==> config.mk <==
export PLATFORM = sky130hd
export DESIGN_NAME = safe_code_entry_flat
export DESIGN_NICKNAME = d
export VERILOG_FILES = /design/src/rtl/safe_code_entry_if.sv /design/src/rtl/safe_code_entry.sv /design/src/flat_wrapper.sv
export SDC_FILE = /design/constraint.sdc
export NUM_CORES = 1
export LEC_CHECK = 0
export CORE_UTILIZATION = 55
export CTS_CLUSTER_SIZE = 24
export DETAILED_ROUTE_END_ITERATION = 10
export PLACE_DENSITY = 0.92
export SYNTH_ARGS = -nofsm -noshare
export SYNTH_HDL_FRONTEND = slang
export SYNTH_SLANG_ARGS = --single-unit
export TNS_END_PERCENT = 30
==> constraint.sdc <==
create_clock -name clk -period 3.38 [get_ports clk]
set_input_delay 0.676 -clock clk [delete_from_list [all_inputs] [get_ports clk]]
set_output_delay 0.676 -clock clk [all_outputs]
set_load 0.02 [all_outputs]
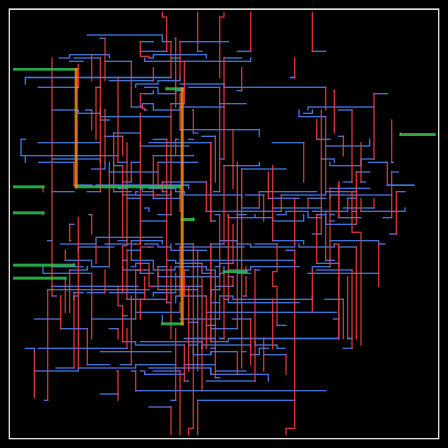
Run 1: routed metal, one colour a layer
orange -> M4  # wire length 36.7 um
blue -> M1  # wire length 849 um
green -> M3  # wire length 45.4 um
red -> M2  # wire length 851 um
global-route usage over all layers: 20.6%
average routed wire per standard cell: 12.5 um
Via Count: 781
total detailed-routing wirelength: 1780 um

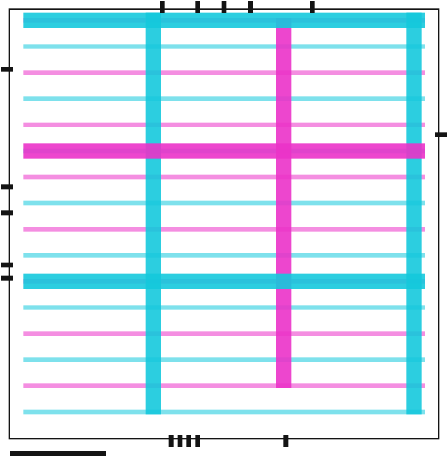
Run 1: power grid
The bar under the picture is 10 um long. Pins as bars on the die edge.
cyan -> VSS
magenta -> VDD
met5 straps = 3
rows = 15
worst voltage drop across the vdd grid: 0.357 mV
x dimension of the die: 44.6 um
Floorplan Core Area: 0.00171 sq mm

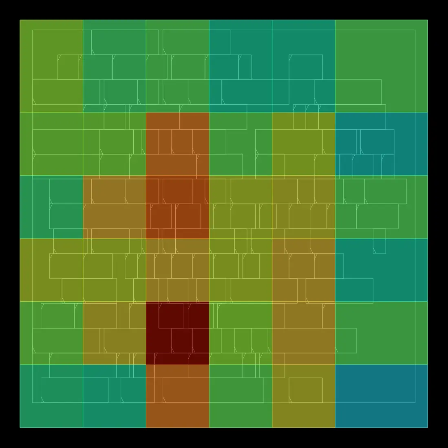
Run 1: track usage over the die
global routing usage on met1: 27.1%
final core area utilization: 70.2%

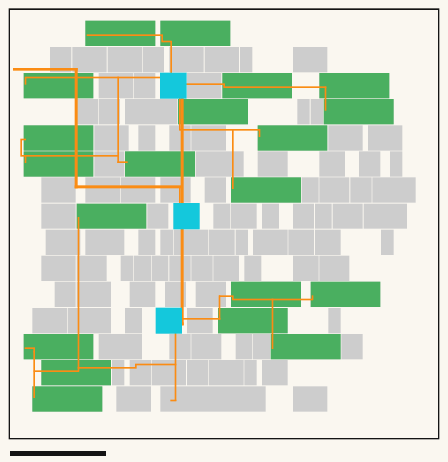
Run 1: routed clock nets over the placement
The bar under the picture is 10 um long.
green -> flip-flops  # count 20
cyan -> clock-net drivers  # count 3
orange -> clock wires  # length 218 um
routed clock nets = 4
power drawn by the clock network: 0.195 mW
Clk Latency, worst-skew pair: 0.31 ns

==> results.rst, run 1 <==
Flow metrics
------------

.. list-table::
   :header-rows: 1

   * - Metric
     - Value
   * - Clock tree from TritonCTS
     - done
   * - Slew Limit Headroom
     - 53.0%
   * - Number of cells on the worst reg-to-reg path
     - 3
   * - IO Port Bufs
     - 15
   * - Bufs on Longest Clock Path
     - 2
   * - Data required time at the worst endpoint
     - 3.58 ns
   * - Unrepaired setup endpoints after global routing
     - no
   * - Post-synth EDFFs
     - 0
   * - Fin. Hold Viols
     - 0
   * - Share of post-route cells with drive strength above 1
     - 6.84%
   * - Weighted congestion reported at the end of routability-driven placement
     - 0.774
   * - Register share after synthesis
     - 40.1%
   * - Post-synthesis chip area from yosys
     - 998 sq um
   * - Worst Path Max Fanout
     - 10
   * - Log Warnings
     - 27
   * - Status
     - completed
   * - Minimum clock period
     - 2.00 ns
   * - Antenna diodes
     - 0
   * - Number of nets in the synthesized netlist
     - 113
   * - Instance count along the most critical hold path
     - 2
   * - Vias in the first global route
     - 716
   * - Number of primary I/O pins
     - 16
   * - Async set-or-reset flop fraction in the synthesized netlist
     - 0%
   * - Number of cells in Yosys stat
     - 103
   * - Number of CTS-inserted buffers
     - 3
   * - Synthesized area divided by synthesized cell count
     - 9.69 sq um
   * - Antenna violations before repair
     - 0
   * - Fin. max-slew vios
     - 0
   * - Largest net degree at the start of global routing
     - 25
   * - Critical Path Source Type
     - primary input
   * - Cell count after synthesis
     - 103
   * - FP Rows
     - 15
==> run 1: metal layers <==
metal,global-route usage (%),part of all wire (%),vias up
met2,32.9,48,11
li1,-,-,402
met1,27.1,48,363
met5,0,0,-
met4,10.9,2.0,0
met3,2.45,2.5,5
==> run 1: through the flow <==
stage          area, sq um  power, mW  worst slack (ns)  hold WS [ns]  util (%)
4_1_cts               1200      0.467              1.38         0.491      70.2
3_5_place_dp          1150      0.274              1.08         0.471      67.1
3_3_place_gp          1150      0.273              1.12         0.469      67.1
6_report              1200      0.464              1.38         0.485      70.2
5_1_grt               1200      0.478              1.28         0.513      70.2
2_1_floorplan          998      0.262              1.56         0.458         -
==> run 1: cell type report <==
type / instances / area [sq um] / area share (%)
Tap cell: 25 / 31.3 / 2.61
Timing Repair Buffer: 15 / 150 / 12.5
Inverter: 5 / 18.8 / 1.57
Clock buffer: 3 / 22.5 / 1.88
Clock inverter: 1 / 30.0 / 2.51
Sequential cell: 20 / 400 / 33.4
Multi-Input combinational cell: 73 / 546 / 45.5
==> run 1: power breakdown <==
group	switching [mW]	leakage, nW	internal, mW
Sequential	0.00181	0.162	0.238
Clock	0.0754	0.0279	0.120
Combinational	0.0151	0.305	0.0145
Total	0.0924	0.495	0.372
==> run 1: critical path, stage by stage <==
cell,delay (ns)
sky130_fd_sc_hd__clkdlybuf4s50_1,0.65
sky130_fd_sc_hd__nor3_1,0.09
sky130_fd_sc_hd__nor2_1,0.39
sky130_fd_sc_hd__mux2_2,0.38
==> run 1: synthesized netlist by cell type (all sizes together) (4+ instances only) <==
cell / number
a21oi: 6
dfxtp: 20
ha: 4
inv: 5
mux2i: 8
nand2b: 9
nor2: 5
nor2b: 4
==> run 1: kinds of logic (layout without fill, tap and decap cells) <==
kind of cell | after synthesis | in the layout | share of synthesized area, %
AOI/OAI and AO/OA | 16 | 16 | 10.9
adders and majority gates | 4 | 4 | 5.01
buffers and inverters | 10 | 24 | 5.26
DFF | 20 | 20 | 40.1
muxes | 10 | 10 | 10.7
and+or+nand+nor | 43 | 43 | 28.1
Run 1, cells coloured by class:
The bar under the picture is 10 um long.
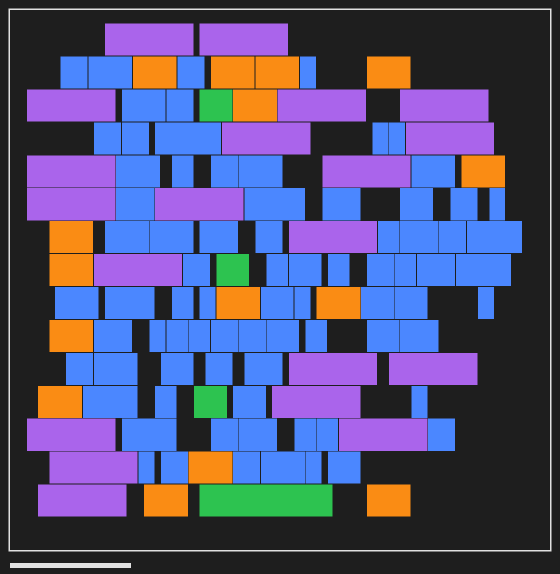

==> inputs of run 2 (changes only) <==
- CORE_UTILIZATION: 55 -> 46
- PLACE_DENSITY: 0.92 -> 0.83
- clock period: 3.38 -> 1.7 ns (I/O delays scaled with it)
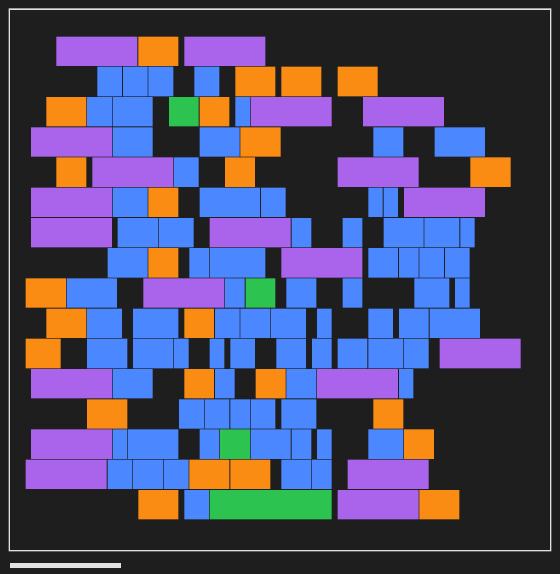
Run 2: cells coloured by class
The bar under the picture is 10 um long.
green -> clock drivers and dummy loads  # cells 4
orange -> remaining buffers and delay cells  # cells 25
blue -> remaining logic cells  # cells 78
purple -> registers  # cells 20
final instance area: 0.00127 sq mm
final core area utilization: 63.7%
Floorplan Core Area: 0.00200 sq mm

==> results.rst, run 2 <==
Flow metrics
------------

.. list-table::
   :header-rows: 1

   * - Metric
     - Value
   * - Status
     - completed
   * - Number of nets in the synthesized netlist
     - 113 (unchanged)
   * - Via Count
     - 831 (+6.4%)
   * - Critical path buffers and inverters
     - 1 (unchanged)
   * - Cell count along the critical path
     - 1 (-3)
   * - Number of cells on the worst reg-to-reg path
     - 3 (unchanged)
   * - Register share after synthesis
     - 40.1% (unchanged)
   * - Kind of cell with the highest combined delay on the critical path
     - buffers and inverters
   * - Overall power of the completed layout
     - 0.943 mW (+100%)
   * - Total detailed-routing wirelength
     - 2040 um (+15%)
   * - Data required time at the worst endpoint
     - 1.36 ns (-2.22 ns)
   * - Weighted congestion reported at the end of routability-driven placement
     - 0.798 (+3.1%)
   * - Worst path max stage delay
     - 0.62 ns (-0.03 ns)
   * - Number of primary I/O pins
     - 16 (unchanged)
   * - Unrepaired setup endpoints after global routing
     - no
   * - Post-synthesis chip area from yosys
     - 998 sq um (unchanged)
   * - Synthesized area divided by synthesized cell count
     - 9.69 sq um (unchanged)
   * - Clock tree from TritonCTS
     - done
   * - Instance count along the most critical hold path
     - 2 (unchanged)
   * - Post-synth EDFFs
     - 0 (unchanged)
   * - Log Warnings
     - 27 (unchanged)
   * - Worst Path Max Fanout
     - 3 (-7)
   * - Library cell with the highest instance count after synthesis
     - sky130_fd_sc_hd__dfxtp_1
   * - Number of cells in Yosys stat
     - 103 (unchanged)
   * - Minimum clock period
     - 1.66 ns
   * - Fin. max-slew vios
     - 0 (unchanged)
   * - Number of CTS-inserted buffers
     - 3 (unchanged)
   * - Global-route usage over all layers
     - 19.8% (-0.78 points)
   * - Worst hold margin
     - 0.490 ns (+0.00547 ns)
   * - Antenna violations before repair
     - 0 (unchanged)
   * - Largest net degree at the start of global routing
     - 13 (-48%)
   * - Vias in the first global route
     - 874 (+22%)
   * - Commonest cells in the netlist
     - sky130_fd_sc_hd__dfxtp_1 (20), sky130_fd_sc_hd__mux2i_1 (8), sky130_fd_sc_hd__nand2b_1 (8)
   * - Async set-or-reset flop fraction in the synthesized netlist
     - 0% (unchanged)
   * - Clk Latency, worst-skew pair
     - 0.31 ns (about the same)
   * - FP Rows
     - 16 (+1)
   * - Cell-by-cell listing of the critical path
     - clkdlybuf4s50_1
   * - Antenna diodes
     - 0 (unchanged)
   * - Vias per Instance
     - 5.40
   * - Cell count after synthesis
     - 103 (unchanged)
   * - Average routed wire per standard cell
     - 13.3 um (+5.7%)
   * - Number of design rule violations left after detail routing
     - 0
   * - Fin. Hold Viols
     - 0 (unchanged)
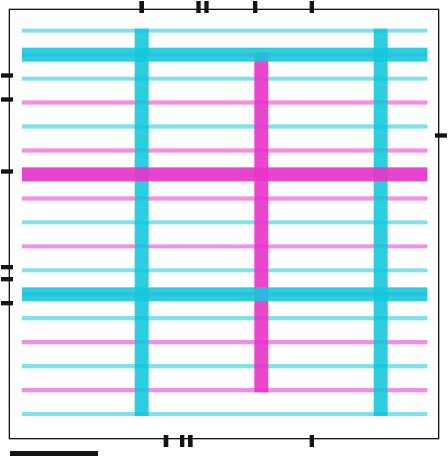
Run 2: power grid
The bar under the picture is 10 um long. Pins as bars on the die edge.
magenta -> VDD
cyan -> VSS
signal pins = 16
met4 straps = 3
met1 rails = 17
met5 straps = 3
rows = 16
worst voltage drop across the vdd grid: 0.597 mV
vertical die dimension: 48.6 um
x dimension of the die: 48.6 um

==> run 2: cell counts after synthesis <==
Identical to the previous run, type by type.
==> run 2: what timing repair did <==
action                     4_1_cts  5_1_grt
setup endpoints to repair        1        0
setup buffers                    0        0
gates resized                    1        0
==> run 2: layer usage <==
| metal | share of wire [%] | track usage (%) |
|---|---|---|
| met1 | 46 | 23.2 |
| met2 | 48 | 32.9 |
| met3 | 2.8 | 4.09 |
| met4 | 2.8 | 12.7 |
| met5 | 0 | 0 |
==> run 2: area by class of cell <==
class	count	area (sq um)
Clock inverter	1	30.0
Inverter	5	18.8
Tap cell	27	33.8
Sequential cell	20	400
Clock buffer	3	22.5
Multi-Input combinational cell	73	546
Timing Repair Buffer	25	224
Fill cell	169	727
==> run 2: cell families after synthesis <==
logic type,count (synthesis),synth area share (%)
simple gates,43,28.1
flops,20,40.1
compound gates,16,10.9
buf+inv,10,5.26
mux,10,10.7
fa+ha+maj,4,5.01
==> run 2: through the flow <==
step / setup TNS (ns) / cell area [sq um]
floorplan: 0 / 998
global placement: 0 / 1220
detailed placement: -0.0342 / 1220
CTS: 0 / 1270
global route: 0 / 1270
finish: 0 / 1270
==> run 2: report_power, final <==
part | switching (mW) | internal, mW
combinational | 0.0333 | 0.0369
sequential | 0.00238 | 0.473
clock | 0.159 | 0.239
total | 0.195 | 0.748
Power figures rest on the tool's default switching activity, not on a simulated workload.
